==> src/rtl/hedios_packet_fifo.sv <==
// Packet FIFO between the HEDIOS link front-end and the command dispatcher.
// Holds DEPTH command/data pairs and offers either a registered read port or a fall-through read port.
module hedios_packet_fifo #(
    parameter int CMD_WIDTH    = 8,
    parameter int DATA_WIDTH   = 32,
    parameter int DEPTH        = 8,
    parameter int FWFT         = 0,
    parameter int AFULL_LEVEL  = DEPTH - 1,
    parameter int AEMPTY_LEVEL = 1
) (
    input  logic                         clk,
    input  logic                         rst,
    input  logic                         flush,
    input  logic                         clear_flags,
    input  logic                         push_packet,
    input  logic [CMD_WIDTH-1:0]         i_packet_command,
    input  logic [DATA_WIDTH-1:0]        i_packet_data,
    input  logic                         pop_packet,
    output logic [CMD_WIDTH-1:0]         o_packet_command,
    output logic [DATA_WIDTH-1:0]        o_packet_data,
    output logic                         o_valid,
    output logic                         empty,
    output logic                         full,
    output logic                         almost_empty,
    output logic                         almost_full,
    output logic [$clog2(DEPTH+1)-1:0]   level,
    output logic                         overflow,
    output logic                         underflow
);

    localparam int PW = $clog2(DEPTH);
    localparam int LW = $clog2(DEPTH + 1);
    localparam logic [PW-1:0] PTR_ZERO = {PW{1'b0}};
    localparam logic [PW-1:0] PTR_LAST = PW'(DEPTH - 1);
    localparam logic [PW-1:0] PTR_ONE  = PW'(1);
    localparam logic [LW-1:0] LVL_ZERO = {LW{1'b0}};
    localparam logic [LW-1:0] LVL_ONE  = LW'(1);
    localparam logic [LW-1:0] LVL_FULL = LW'(DEPTH);

    logic [CMD_WIDTH-1:0]  r_mem_cmd  [DEPTH];
    logic [DATA_WIDTH-1:0] r_mem_data [DEPTH];
    logic [PW-1:0]         r_wr_ptr;
    logic [PW-1:0]         r_rd_ptr;
    logic [LW-1:0]         r_level;
    logic                  r_overflow;
    logic                  r_underflow;

    logic                  w_empty;
    logic                  w_full;
    logic                  w_pop_ok;
    logic                  w_push_ok;
    logic [LW-1:0]         w_level_nxt;
    logic                  w_overflow_nxt;
    logic                  w_underflow_nxt;

    // Pointer advance with an explicit wrap so non-power-of-two depths work.
    function automatic logic [PW-1:0] ptr_inc(input logic [PW-1:0] ptr);
        logic [PW-1:0] nxt;
        if (ptr == PTR_LAST) begin
            nxt = PTR_ZERO;
        end else begin
            nxt = ptr + PTR_ONE;
        end
        return nxt;
    endfunction

    assign w_empty   = (r_level == LVL_ZERO);
    assign w_full    = (r_level == LVL_FULL);
    assign w_pop_ok  = pop_packet & ~w_empty;
    // A push into a full FIFO is only taken when the same cycle frees a slot.
    assign w_push_ok = push_packet & (~w_full | w_pop_ok);

    // Next fill level and next sticky-flag values (set wins over clear).
    always_comb begin
        w_level_nxt     = r_level;
        w_overflow_nxt  = (push_packet & ~w_push_ok) | (r_overflow  & ~clear_flags);
        w_underflow_nxt = (pop_packet  & ~w_pop_ok)  | (r_underflow & ~clear_flags);
        case ({w_push_ok, w_pop_ok})
            2'b10:   w_level_nxt = r_level + LVL_ONE;
            2'b01:   w_level_nxt = r_level - LVL_ONE;
            default: w_level_nxt = r_level;
        endcase
    end

    // Pointers, level and error flags; flush empties the queue but leaves the flags alone.
    always_ff @(posedge clk) begin
        if (rst) begin
            r_wr_ptr    <= PTR_ZERO;
            r_rd_ptr    <= PTR_ZERO;
            r_level     <= LVL_ZERO;
            r_overflow  <= 1'b0;
            r_underflow <= 1'b0;
        end else if (flush) begin
            r_wr_ptr    <= PTR_ZERO;
            r_rd_ptr    <= PTR_ZERO;
            r_level     <= LVL_ZERO;
        end else begin
            if (w_push_ok) begin
                r_wr_ptr <= ptr_inc(r_wr_ptr);
            end
            if (w_pop_ok) begin
                r_rd_ptr <= ptr_inc(r_rd_ptr);
            end
            r_level     <= w_level_nxt;
            r_overflow  <= w_overflow_nxt;
            r_underflow <= w_underflow_nxt;
        end
    end

    // Packet storage; contents survive flush and reset, only the pointers move.
    always_ff @(posedge clk) begin
        if (!rst && !flush && w_push_ok) begin
            r_mem_cmd[r_wr_ptr]  <= i_packet_command;
            r_mem_data[r_wr_ptr] <= i_packet_data;
        end
    end

    generate
        if (FWFT != 0) begin : g_fwft
            assign o_packet_command = r_mem_cmd[r_rd_ptr];
            assign o_packet_data    = r_mem_data[r_rd_ptr];
            assign o_valid          = ~w_empty;
        end else begin : g_registered
            logic [CMD_WIDTH-1:0]  r_out_cmd;
            logic [DATA_WIDTH-1:0] r_out_data;
            logic                  r_out_valid;

            // Registered read port: fields load on an accepted pop and hold otherwise.
            always_ff @(posedge clk) begin
                if (rst) begin
                    r_out_cmd   <= {CMD_WIDTH{1'b0}};
                    r_out_data  <= {DATA_WIDTH{1'b0}};
                    r_out_valid <= 1'b0;
                end else if (flush) begin
                    r_out_valid <= 1'b0;
                end else if (w_pop_ok) begin
                    r_out_cmd   <= r_mem_cmd[r_rd_ptr];
                    r_out_data  <= r_mem_data[r_rd_ptr];
                    r_out_valid <= 1'b1;
                end else begin
                    r_out_valid <= 1'b0;
                end
            end

            assign o_packet_command = r_out_cmd;
            assign o_packet_data    = r_out_data;
            assign o_valid          = r_out_valid;
        end
    endgenerate

    assign empty        = w_empty;
    assign full         = w_full;
    assign level        = r_level;
    assign almost_empty = ({{(32-LW){1'b0}}, r_level} <= AEMPTY_LEVEL);
    assign almost_full  = ({{(32-LW){1'b0}}, r_level} >= AFULL_LEVEL);
    assign overflow     = r_overflow;
    assign underflow    = r_underflow;

endmodule

==> config.mk <==
export PLATFORM = sky130hd
export DESIGN_NAME = hedios_packet_fifo
export DESIGN_NICKNAME = d
export VERILOG_FILES = /design/src/rtl/hedios_packet_fifo.sv
export SDC_FILE = /design/constraint.sdc
export NUM_CORES = 1
export LEC_CHECK = 0
export CAP_MARGIN = 20
export CORE_MARGIN = 4
export CORE_UTILIZATION = 63
export DETAILED_ROUTE_END_ITERATION = 8
export GPL_TIMING_DRIVEN = 0
export PLACE_DENSITY = 0.84
export SLEW_MARGIN = 20
export SYNTH_ARGS = -nofsm -noshare
export SYNTH_HDL_FRONTEND = slang
export SYNTH_SLANG_ARGS = --single-unit
==> constraint.sdc <==
create_clock -name clk -period 10.3 [get_ports clk]
set_input_delay 2.06 -clock clk [delete_from_list [all_inputs] [get_ports clk]]
set_output_delay 2.06 -clock clk [all_outputs]
set_load 0.005 [all_outputs]
==> results.ini, run 1 <==
[outcome]
status=completed

[yosys]
synthArstFlopShare=0
syn-num-nets=849
xor_share=0.001191
common_cells=320 x edfxtp_1, 85 x mux2i_1, 62 x nor2_1
synthTopCellsByArea=edfxtp_1 65%, dfxtp_1 7.2%, mux4_2 5.8%
mux_share=0.1196
yosysWarnings=0
netlist-cell-type-count=48
synth_area_um2=14710
ys_cells=796
ys.flop_type=edfxtp_1
synth-edff-count=320
top_area_frac=0.6535
syn_area_per_cell_um2=18.47

[place]
dp.cells=1224
dp_worst_setup_slack_ps=5231
placed_area_um2=16460
io_buffers=94

[drt]
wl_per_cell_um=24.72
highest_layer=met5
wl_met3_um=2302
wl_met1_um=12420
drt_wl_total_um=31840
dr.first_iter.drc_count=691

[worst_setup_path]
crit_family=buffers and inverters
endpoint=r_mem_data[4][27]
slowest_stage=nor3_2
cp-start-kind=input port
cp.arrival_ps=4850
cp_cell_sequence=clkdlybuf4s50_1 -> buf_2 -> o21ai_1 -> nor2_1 -> nand2_1 -> nor3_2 -> buf_4 -> buf_4
path_depth=8
worst_path_most_repeated_cell=buf_4
ff2ff_setup_slack_ps=7000
required_ps=10510
startpoint=pop_packet
path_max_fanout=10
worstSetupEndpointType=flip-flop

[sta]
timing.final.crit_share=0.4508
fmax_ghz=0.2154
slew_viol_final=0
tightestPinTransition_ps=923.2

[clock_tree]
cts_resized=0
cts_htree_levels=2
cts_buffers=36
post_cts_buffers=0
cts_num_sinks=373

[layout]
n_fill_cell=1194
comb_area_frac=0.2064
comb_cells=366
flops=373
largest_reg_flops=256
post_layout_nonfiller_instances=1288
mi_logic_area_um2=3631
clk_share=0.06478
top_register=r_mem_data
antenna-diode-count=0
lay_top_count=edfxtp_1

[hold_path]
hold_path_startpoint=o_packet_data[3]
min_path_cells=2

[floorplanning]
tap_cells=313
fp_util=0.6456
ioPinCount=97
chip_area_um2=25850

[run]
maxCapViolations=0
log.warning_count=29

[pwr]
internal-power_w=0.002472
p_seq_frac=0.538
power_leader=registers
leakagePower_nw=5.617
p_comb_frac=0.050
comb_cell_power_w=0.000154

[global_routing]
grt_pass1_vias=8258
grt_pass1_wl_um=48200
antenna_found_initial=1

run_1/power_grid.png
Pins as bars on the die edge. Tap cells in gray.
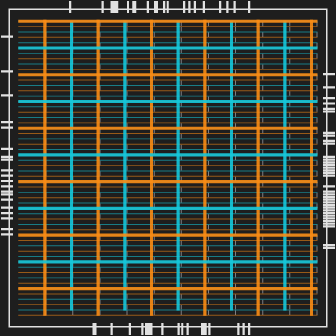
Cyan marks VDD. Orange marks VSS.
97 signal pins sit on the boundary. 11 straps on met5. 56 met1 rails follow the rows. 11 straps on met4. The core has 55 rows.
Peak supply drop: 0.1452 mV
Die X: 160.8 um

run_1/placement_by_type.png
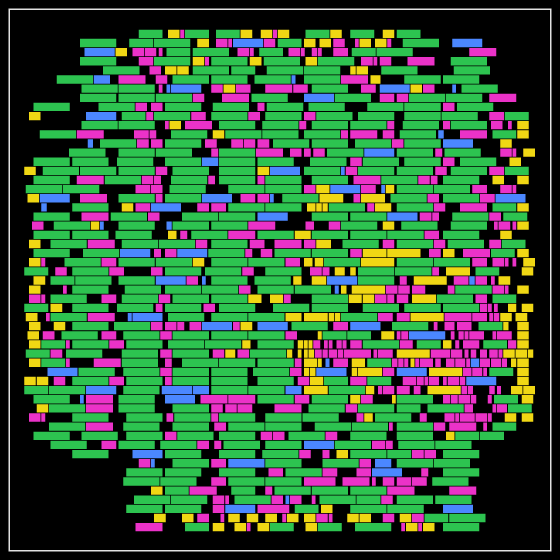
Yellow marks other buffers and delay cells, cells 166, share of their area 10%. Blue marks clock drivers and dummy loads, cells 64, share of their area 6.6%. Magenta marks combinational and other logic, cells 372, share of their area 21%. Green marks flops, cells 373, share of their area 62%.
FP Rows: 55
Core Region: 22780 um2
design area: 17600 um2

run_1/clk_routes.png
Scale bar: 50 um.
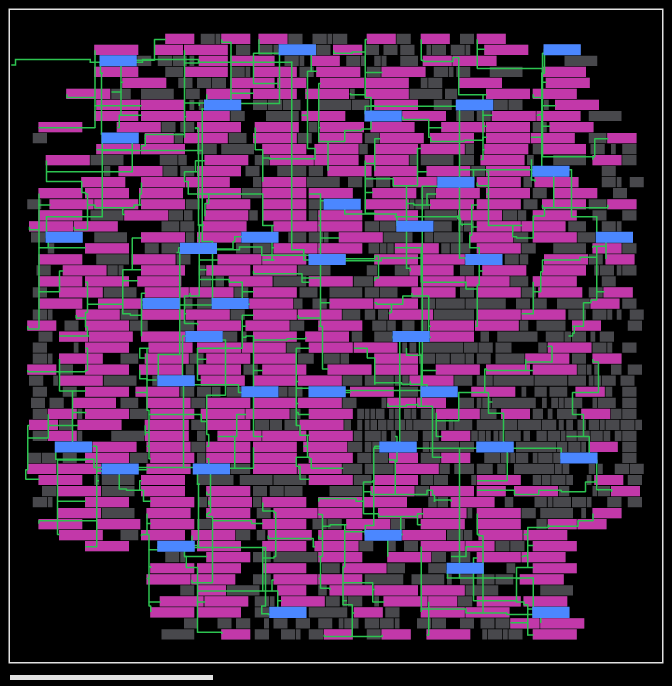
Magenta marks flip-flops, count 373. Green marks clock wires, length 3780 um. Blue marks clock drivers, count 36.
There are 37 routed clock nets. Position of the flops: spread over the die.
clock latency on the worst-skew pair: 510 ps
Clk network pwr share: 0.412
Layout Skew: 15.66 ps
clock network power: 0.00127 W

run_1/congestion.png
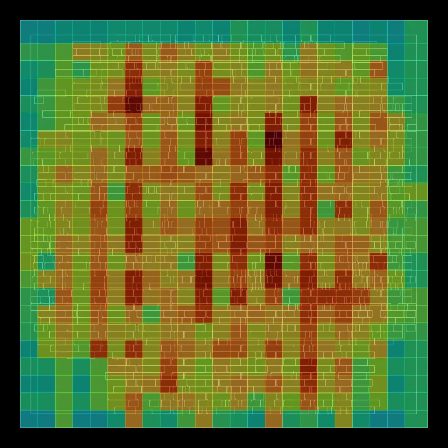

==> run 2: changes to the inputs <==
CORE_UTILIZATION = 59   (was 63)
PLACE_DENSITY = 0.8   (was 0.84)
clock period = 4.3 ns   (was 10.3 ns; I/O delays follow)
run_2/congestion.png
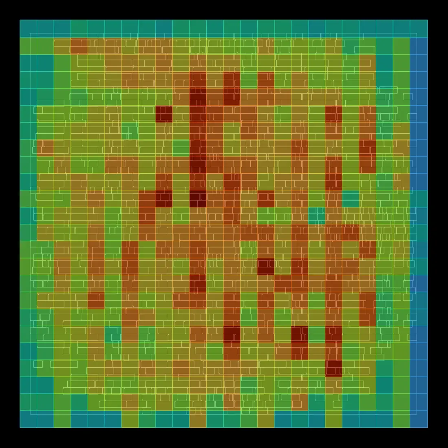
met3 usage: 0.04666
met2 Use GR: 0.3842

==> run 2 against run 1 <==
  * Routed wire length is 0.97% lower
  * Cell count is 0.78% higher
  * Sequential share of layout area is 0.56 points lower
  * Non-clock buffer count is 2 lower
  * First-iteration DRC count is 9.0% higher
  * Total power is 140% higher
  * Worst hold slack worse by 1.6 ps
  * Critical endpoint is now r_mem_data[2][8]
  * Largest cell class unchanged
  * Largest power group unchanged
==> results.ini, run 2 <==
[clock_tree]
post_cts_buffers=0  ; unchanged
worstSkewPairLatency_ps=510  ; about the same
cts_buffers=37  ; +2.8%

[yosys]
synthTopCellsByArea=edfxtp_1 65%, dfxtp_1 7.2%, mux4_2 5.8%
ys_cells=796  ; unchanged
mux_share=0.1196  ; unchanged
yosysWarnings=0  ; unchanged
syn-num-nets=849  ; unchanged
xor_share=0.001191  ; unchanged
netlist-cell-type-count=48  ; unchanged

[run]
maxCapViolations=0  ; unchanged
log.warning_count=28  ; -3.4%

[pwr]
leakagePower_nw=5.655  ; +0.66%
comb_cell_power_w=0.000365  ; +140%
p_comb_frac=0.049  ; about the same
power_leader=registers
pwr-share-clk=0.420  ; +0.008
clock_power_w=0.00316  ; +150%
p_seq_frac=0.531  ; -0.007
internal-power_w=0.006011  ; +140%

[drt]
wl_per_cell_um=24.29  ; -1.7%
wl_met1_um=12490  ; +0.59%
highest_layer=met4
dr.first_iter.drc_count=753  ; +9.0%

[layout]
top_register=r_mem_data
clk_share=0.06715  ; +0.002366
comb_cells=366  ; unchanged
lay_top_count=edfxtp_1
mi_logic_area_um2=3643  ; +0.34%
design_area_um2=17760  ; +0.92%
largest_reg_flops=256  ; unchanged
antenna-diode-count=1  ; +1
n_fill_cell=1473  ; +23%

[worst_setup_path]
worstSetupEndpointType=flip-flop
cp_cell_sequence=clkdlybuf4s50_1 -> buf_2 -> o21ai_1 -> or3_1 -> nor2_4 -> buf_16 -> buf_16
endpoint=r_mem_data[2][8]
required_ps=4510  ; -6000 ps
cp.arrival_ps=3430  ; -1420 ps
ff2ff_setup_slack_ps=1220  ; -5780 ps
slowest_stage=clkdlybuf4s50_1
crit_family=buffers and inverters
cp-start-kind=input port
path_max_fanout=15  ; +5

[place]
dp_worst_setup_slack_ps=569.8  ; -4661 ps
io_buffers=94  ; unchanged
dp.cells=1233  ; +0.74%
placed_area_um2=16560  ; +0.65%

[floorplanning]
rows=57  ; +3.6%
fp_util=0.6029  ; -0.04269
chip_area_um2=27510  ; +6.4%
core_area_um2=24390  ; +7.1%
die_x_um=165.9  ; +3.2%
ioPinCount=97  ; unchanged
tap_cells=324  ; +3.5%

[global_routing]
antenna_found_initial=1  ; unchanged
grt_pass1_vias=8309  ; +0.62%

[hold_path]
min_path_cells=2  ; unchanged

[sta]
timing.final.crit_share=0.7495
tightestPinTransition_ps=810.3  ; -112.9 ps
clock_skew_ps=12.49  ; -3.173 ps

[outcome]
status=completed

No activity file was given, so power comes from the tool's default toggle rates.
